### Placement by cell class

Scale: 4 px per micron.
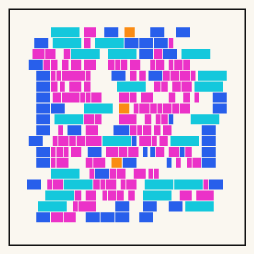
### Ports around the boundary

Scale: 6 px per micron. Pins as bars across the die edge, other pins in grey.
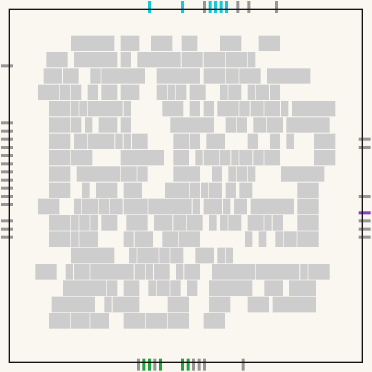
### Metal layers overlaid

Scale: 4 px per micron.
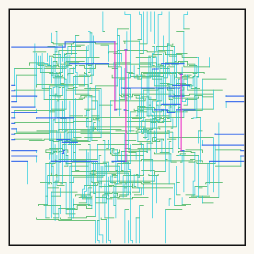
### Cell density map

Scale: 6 px per micron. 12 x 12 tiles, from black (low) to pale yellow (high), 0 to 100% covered.
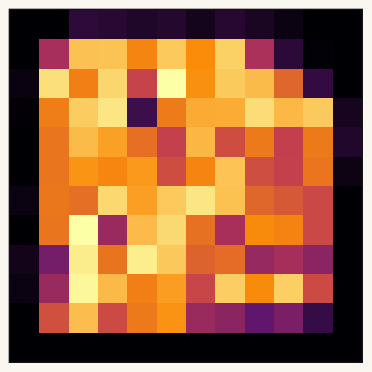
### The clock network

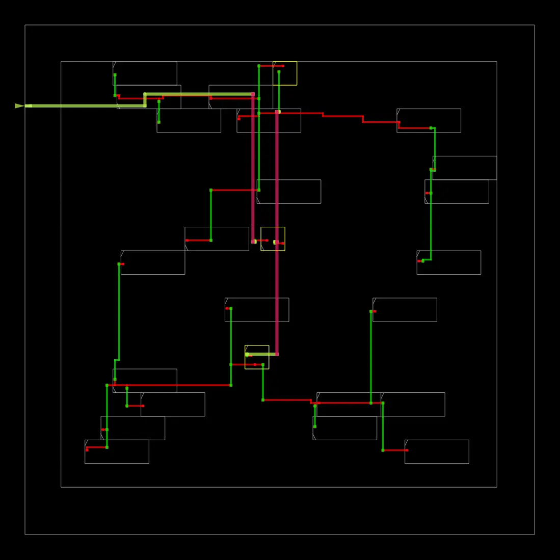
==> config.mk <==
export PLATFORM = sky130hd
export DESIGN_NAME = rtc_time_ctrl_flat
export DESIGN_NICKNAME = d
export VERILOG_FILES = /design/src/rtl/rtc_time_ctrl_pkg.sv /design/src/rtl/rtc_time_ctrl_if.sv /design/src/rtl/rtc_mod_counter.sv /design/src/rtl/rtc_time_ctrl.sv /design/src/flat_wrapper.sv
export SDC_FILE = /design/constraint.sdc
export NUM_CORES = 1
export LEC_CHECK = 0
export ABC_CLOCK_PERIOD_IN_PS = 3800
export CAP_MARGIN = 30
export CORE_MARGIN = 4
export CORE_UTILIZATION = 47
export CTS_BUF_LIST = sky130_fd_sc_hd__clkbuf_4 sky130_fd_sc_hd__clkbuf_8 sky130_fd_sc_hd__clkbuf_16
export CTS_CLUSTER_SIZE = 8
export DETAILED_ROUTE_END_ITERATION = 16
export GPL_TIMING_DRIVEN = 0
export HOLD_SLACK_MARGIN = 0.08
export MAX_ROUTING_LAYER = met4
export PLACE_DENSITY = 0.83
export SLEW_MARGIN = 40
export SYNTH_ARGS = -nofsm -noshare
export SYNTH_HDL_FRONTEND = slang
export SYNTH_SLANG_ARGS = --single-unit
==> constraint.sdc <==
create_clock -name clk -period 3.8 [get_ports clk]
set_input_delay 0.38 -clock clk [delete_from_list [all_inputs] [get_ports clk]]
set_output_delay 0.38 -clock clk [all_outputs]
set_load 0.005 [all_outputs]
==> src/rtl/rtc_time_ctrl_pkg.sv <==
// Shared constants, field widths and FSM encoding for the RTC
// time controller and its mod-N counters.
package rtc_pkg;

    localparam int SEC_W_DEF  = 6;
    localparam int MIN_W_DEF  = 6;
    localparam int HOUR_W_DEF = 5;

    localparam int SEC_MAX  = 59;
    localparam int MIN_MAX  = 59;
    localparam int HOUR_MAX = 23;

    typedef enum logic [1:0] {
        STOP = 2'b00,
        RUN  = 2'b01,
        LOAD = 2'b10
    } rtc_state_e;

endpackage

==> src/rtl/rtc_time_ctrl_if.sv <==
// Host time-set handshake: set_valid/set_ready plus the h:m:s load value.
// master = host side, slave = controller side.
interface rtc_time_ctrl_if #(
    parameter int SEC_W  = 6,
    parameter int MIN_W  = 6,
    parameter int HOUR_W = 5
) ();

    logic              set_valid;
    logic              set_ready;
    logic [SEC_W-1:0]  set_sec;
    logic [MIN_W-1:0]  set_min;
    logic [HOUR_W-1:0] set_hour;

    modport master (
        output set_valid,
        output set_sec,
        output set_min,
        output set_hour,
        input  set_ready
    );

    modport slave (
        input  set_valid,
        input  set_sec,
        input  set_min,
        input  set_hour,
        output set_ready
    );

endinterface

==> src/rtl/rtc_mod_counter.sv <==
// Mod-(MAX+1) counter with synchronous load.
// Ports: clk, rst, inc, cin (carry-in gate), load, load_val -> value, carry_out.
module rtc_mod_counter #(
    parameter int W   = 6,
    parameter int MAX = 59
) (
    input  logic         clk,
    input  logic         rst,
    input  logic         inc,
    input  logic         cin,
    input  logic         load,
    input  logic [W-1:0] load_val,
    output logic [W-1:0] value,
    output logic         carry_out
);

    logic step;
    logic at_max;

    assign step      = inc && cin;
    assign at_max    = (value == W'(MAX));
    assign carry_out = at_max && step;

    always_ff @(posedge clk) begin
        if (rst) begin
            value <= '0;
        end else if (load) begin
            value <= load_val;
        end else if (step) begin
            value <= at_max ? '0 : value + W'(1);
        end
    end

endmodule

==> src/rtl/rtc_time_ctrl.sv <==
// RTC timekeeping: tick edge detect, STOP/RUN/LOAD FSM, host load with range check.
// Ports: clk, rst, tick, run_en, set_if (slave) -> sec, min, hour, running, day_pulse, set_err.
module rtc_time_ctrl
    import rtc_pkg::*;
#(
    parameter int SEC_W  = SEC_W_DEF,
    parameter int MIN_W  = MIN_W_DEF,
    parameter int HOUR_W = HOUR_W_DEF
) (
    input  logic              clk,
    input  logic              rst,
    input  logic              tick,
    input  logic              run_en,
    rtc_time_ctrl_if.slave    set_if,
    output logic [SEC_W-1:0]  sec,
    output logic [MIN_W-1:0]  min,
    output logic [HOUR_W-1:0] hour,
    output logic              running,
    output logic              day_pulse,
    output logic              set_err
);

    rtc_state_e state;
    logic       tick_prev;
    logic       tick_rise;
    logic       accept;
    logic       fields_ok;
    logic       load_ok;
    logic       adv;
    logic       sec_co;
    logic       min_co;
    logic       hour_co;

    assign tick_rise = tick && !tick_prev;

    assign set_if.set_ready = !rst && (state != LOAD);

    assign accept = set_if.set_valid && set_if.set_ready;

    assign fields_ok = (set_if.set_sec  <= SEC_W'(SEC_MAX))
                    && (set_if.set_min  <= MIN_W'(MIN_MAX))
                    && (set_if.set_hour <= HOUR_W'(HOUR_MAX));

    assign load_ok = accept && fields_ok;

    // Any accept cycle (good or rejected) drops a coincident tick,
    // so a rejected load leaves the time untouched.
    assign adv = (state == RUN) && tick_rise && !accept;

    rtc_mod_counter #(
        .W   (SEC_W),
        .MAX (SEC_MAX)
    ) u_sec (
        .clk       (clk),
        .rst       (rst),
        .inc       (adv),
        .cin       (1'b1),
        .load      (load_ok),
        .load_val  (set_if.set_sec),
        .value     (sec),
        .carry_out (sec_co)
    );

    rtc_mod_counter #(
        .W   (MIN_W),
        .MAX (MIN_MAX)
    ) u_min (
        .clk       (clk),
        .rst       (rst),
        .inc       (adv),
        .cin       (sec_co),
        .load      (load_ok),
        .load_val  (set_if.set_min),
        .value     (min),
        .carry_out (min_co)
    );

    rtc_mod_counter #(
        .W   (HOUR_W),
        .MAX (HOUR_MAX)
    ) u_hour (
        .clk       (clk),
        .rst       (rst),
        .inc       (adv),
        .cin       (min_co),
        .load      (load_ok),
        .load_val  (set_if.set_hour),
        .value     (hour),
        .carry_out (hour_co)
    );

    // tick_prev resets high so a tick held through reset is not an edge.
    always_ff @(posedge clk) begin
        if (rst) begin
            state     <= STOP;
            tick_prev <= 1'b1;
            running   <= 1'b0;
            day_pulse <= 1'b0;
            set_err   <= 1'b0;
        end else begin
            tick_prev <= tick;
            day_pulse <= hour_co;
            set_err   <= accept && !fields_ok;
            unique case (state)
                STOP, RUN: begin
                    if (load_ok) begin
                        state   <= LOAD;
                        running <= 1'b0;
                    end else if (run_en) begin
                        state   <= RUN;
                        running <= 1'b1;
                    end else begin
                        state   <= STOP;
                        running <= 1'b0;
                    end
                end
                LOAD: begin
                    state   <= run_en ? RUN : STOP;
                    running <= run_en;
                end
                default: begin
                    state   <= STOP;
                    running <= 1'b0;
                end
            endcase
        end
    end

endmodule

==> src/flat_wrapper.sv <==
// flat-port wrapper written by rule: the top's interface ports become plain ports
module rtc_time_ctrl_flat import rtc_pkg::*;
#(
    parameter int SEC_W  = SEC_W_DEF,
    parameter int MIN_W  = MIN_W_DEF,
    parameter int HOUR_W = HOUR_W_DEF
)
  (clk, rst, tick, run_en, sec, min, hour, running, day_pulse, set_err, set_if_set_valid, set_if_set_sec, set_if_set_min, set_if_set_hour, set_if_set_ready);
  rtc_time_ctrl_if #(.SEC_W(SEC_W), .MIN_W(MIN_W), .HOUR_W(HOUR_W)) set_if_i ();
  input  logic clk;
  input  logic rst;
  input  logic tick;
  input  logic run_en;
  output logic [SEC_W-1:0] sec;
  output logic [MIN_W-1:0] min;
  output logic [HOUR_W-1:0] hour;
  output logic running;
  output logic day_pulse;
  output logic set_err;
  input wire logic [$bits(set_if_i.set_valid)-1:0] set_if_set_valid;
  input wire logic [$bits(set_if_i.set_sec)-1:0] set_if_set_sec;
  input wire logic [$bits(set_if_i.set_min)-1:0] set_if_set_min;
  input wire logic [$bits(set_if_i.set_hour)-1:0] set_if_set_hour;
  output wire logic [$bits(set_if_i.set_ready)-1:0] set_if_set_ready;
  assign set_if_i.set_valid = set_if_set_valid;
  assign set_if_i.set_sec = set_if_set_sec;
  assign set_if_i.set_min = set_if_set_min;
  assign set_if_i.set_hour = set_if_set_hour;
  assign set_if_set_ready = set_if_i.set_ready;
  rtc_time_ctrl #(.SEC_W(SEC_W), .MIN_W(MIN_W), .HOUR_W(HOUR_W)) u_core (.clk(clk), .rst(rst), .tick(tick), .run_en(run_en), .set_if(set_if_i), .sec(sec), .min(min), .hour(hour), .running(running), .day_pulse(day_pulse), .set_err(set_err));
endmodule
==> notes.md <==
Implementation status.

- The run finished with clean final reports.
- The relative contribution of the clock network to total power is 22.7%.
- The number of cell instances after yosys synthesis is approximately 150.
- The leakage component of the power was reported as a little over 0.0006 uW.
- Global routing consumed, over all layers together, between 20% and 30% of the routing resources.
- The share of post-route cells with drive strength above 1 is 5.13%.
- The yosys synthesis warning count is 0.
- For the pin with the worst max-slew slack, the measured transition is 0.507 ns.
- The timing-limited maximum frequency is 372 MHz.
- The congestion estimate from routability-driven global placement came to slightly below 0.9.
- Counting endpoints that fail hold in the final report gives 0.
- The number of hold buffers added after CTS was 0.
- Synthesis handed over a netlist of approximately 150 instances.
- The repair_antennas step left the layout with diodes totalling 0.
- The number of flops mapped to enable cells by yosys is 0.
- Entering global routing, the biggest net connects 12 pins.
- The internal power consumption is approximately 340 uW.
- Summed over all nets, the switching power comes to 125 uW.
- Per the synth stats, the proportion of register bits with asynchronous set or reset is 0%.
- The remaining antenna violation count after routing is 0.
- For this sky-water flow run, the detailed-routed wirelength per cell is reported as between 15 and 20 microns.
- The iteration count recorded for the first detailed-route pass is 5.
- For this run, the leading register cell type out of synthesis is dfxtp_1.
- The residual overflow from global routing is 0.
- By instance count after routing, the leading logic cell type is clkdlybuf4s50_1.
- The violation tally recorded at the end of detailed-routing iteration 0 is approximately 57.
- Per the cell usage report, the commonest logic cells after layout are clkdlybuf4s50_1, dfxtp_1, nand2_1.
- Per the CTS log, the maximum H-tree level is 1.
- The synthesized netlist occupies a cell area of 1200 sq um.
- For reference, the placement row count at floorplan is 18.
- The net count after synthesis is 175.
- The minimum clock period after layout is roughly 2.7 ns.
- In this run the post-CTS setup repair buffer count came out at 0.
- The switching fraction of total power is between 20% and 30%.
- In this run, post-CTS repair resized a total of 0 instances.
- The distinct cell type count of the synthesized netlist is 42.
- The TritonCTS buffer count is 3.
- The layout-stage area growth over the synthesis result is 39.9%.
- The number of endpoints failing setup at the final stage is 0.
- The clock latency reported for the late side of the worst-skew pair is 0.31 ns.
- The power density over the cells is ~280 nW/um^2.
- The number of buffers between clock root and the deepest sink is 2.
- Setup repair after global routing left no endpoint under its margin.
- For the final routed database, the setup TNS stands at 0 ns.
- The setup slack after layout is approximately 1.1 ns.
Back to the opening pictures, 'Placement by cell class':
[blue] remaining buffers and delay cells | cells: 49 | share of their area: 28%
[cyan] registers | cells: 22 | share of their area: 27%
[orange] clock-net drivers | cells: 3 | share of their area: 1.4%
[magenta] remaining logic cells | cells: 121 | share of their area: 44%

Back to the opening pictures, 'Ports around the boundary':
[purple] tick | pins: 1 | direction: input | edge: east
[green] hour | pins: 5 | direction: output | edge: south
[cyan] set_if_set_sec | pins: 6 | direction: input | edge: north
Port Buffer Count: 42
width of the chip: 58.6 microns
Chip Height: 58.6 microns

Back to the opening pictures, 'Metal layers overlaid':
[green] M1 | wire length: 1410 microns
[magenta] M4 | wire length: 63.9 microns
[cyan] M2 | wire length: 1750 microns
[blue] M3 | wire length: 192 microns
vias after detailed routing: 1333
WL final: 3.42 mm

Back to the opening pictures, 'Cell density map':
fullest tile: 100%
densest ninth of the die: centre
mean over tiles: 48%
nearly empty tiles: 21%
emptiest ninth of the die: south-east

Back to the opening pictures, 'The clock network':
worst clock skew on the final layout: 0.00221 ns
count of clock buffers in the final design: 3
clock distribution power: 106 uW
Seq Cell Count: 22
CTS sink cnt: 22

logic make-up after synthesis:
| logic type | count (synthesis) | synth area share [%] |
|---|---|---|
| simple gates | 73 | 32.9 |
| compound gates | 39 | 21.9 |
| flops | 22 | 36.6 |
| buf+inv | 11 | 4.05 |
| fa+ha+maj | 3 | 3.12 |
| xor+xnor | 2 | 1.46 |
final timing paths:
check	startpoint	to	slack [ns]	cells after the start
min reg2reg	u_core.state[1]$_SDFF_PP0_	u_core.state[1]$_SDFF_PP0_	0.51	1
max	rst	set_if_set_ready	1.11	5
max reg2reg	u_core.u_sec.value[0]$_SDFFE_PP0P_	u_core.u_hour.value[4]$_SDFFE_PP0P_	1.69	7
min	u_core.state[1]$_SDFF_PP0_	u_core.state[1]$_SDFF_PP0_	0.51	1
final cells by class:
class	instances	area [sq um]
well taps	30	37.5
fillers	202	771
clock buffers	3	22.5
plain buffers	7	33.8
flip-flops and latches	22	440
inverters	4	15.0
repair buffers	42	420
multi-input cells	117	714
synth_stat cells, drive strengths merged (3+ instances only):
master | n | share of area, %
dfxtp | 22 | 37
nand2 | 17 | 5.9
nor2 | 13 | 4.1
a21oi | 12 | 5.0
nand3 | 12 | 5.0
nor3 | 7 | 3.8
clkbuf | 6 | 1.9
nand4 | 6 | 3.1
a211oi | 5 | 3.1
a21o | 4 | 2.5
a311oi | 4 | 2.9
inv | 4 | 1.2
nor4 | 4 | 2.1
o21ai | 4 | 1.7
ha | 3 | 3.1
critical path: stages:
cell and delay (ns):
clkdlybuf4s50_1 0.55, clkbuf_1 0.40, clkbuf_1 0.44, a21oi_1 0.08
clkdlybuf4s50_1 0.46
sequential cells by signal (all words and copies together) (netlist names):
register             cells
u_core.u_hour.value      5
u_core.state             2
u_core.u_sec.value       6
u_core.tick_prev         1
u_core.set_err           1
u_core.day_pulse         1
u_core.u_min.value       6
stage by stage:
stage | total power [uW] | hold WS (ns) | util (%) | instance area [sq um] | std cells
global route | 490 | 0.537 | 68.6 | 1680 | 225
detailed placement | 364 | 0.497 | 67.7 | 1660 | 222
CTS | 470 | 0.511 | 68.6 | 1680 | 225
global placement | 361 | 0.486 | 67.7 | 1660 | 222
finish | 465 | 0.506 | 68.6 | 1680 | 225
floorplan | 302 | 0.454 | - | 1200 | 150
power by group through the flow:
stage | Combinational [uW] | Clock, uW | Sequential (uW)
5_1_grt | 105 | 119 | 266
4_1_cts | 96.8 | 110 | 263
6_report | 96.4 | 106 | 263
3_3_place_gp | 94.7 | 0 | 267
2_1_floorplan | 36.3 | 0 | 265
3_5_place_dp | 96.4 | 0 | 268
per-layer routing:
layer | up-vias | global-route usage (%) | share of wire (%) | routed length, microns
met3 | 7 | 3.95 | 5.6 | 192
li1 | 656 | - | - | -
met4 | 0 | 10.7 | 1.8 | 63
met1 | 612 | 25.1 | 41 | 1410
met2 | 58 | 38.1 | 51 | 1750
met5 | - | - | 0 | 0
No activity file was given, so power comes from the tool's default toggle rates.
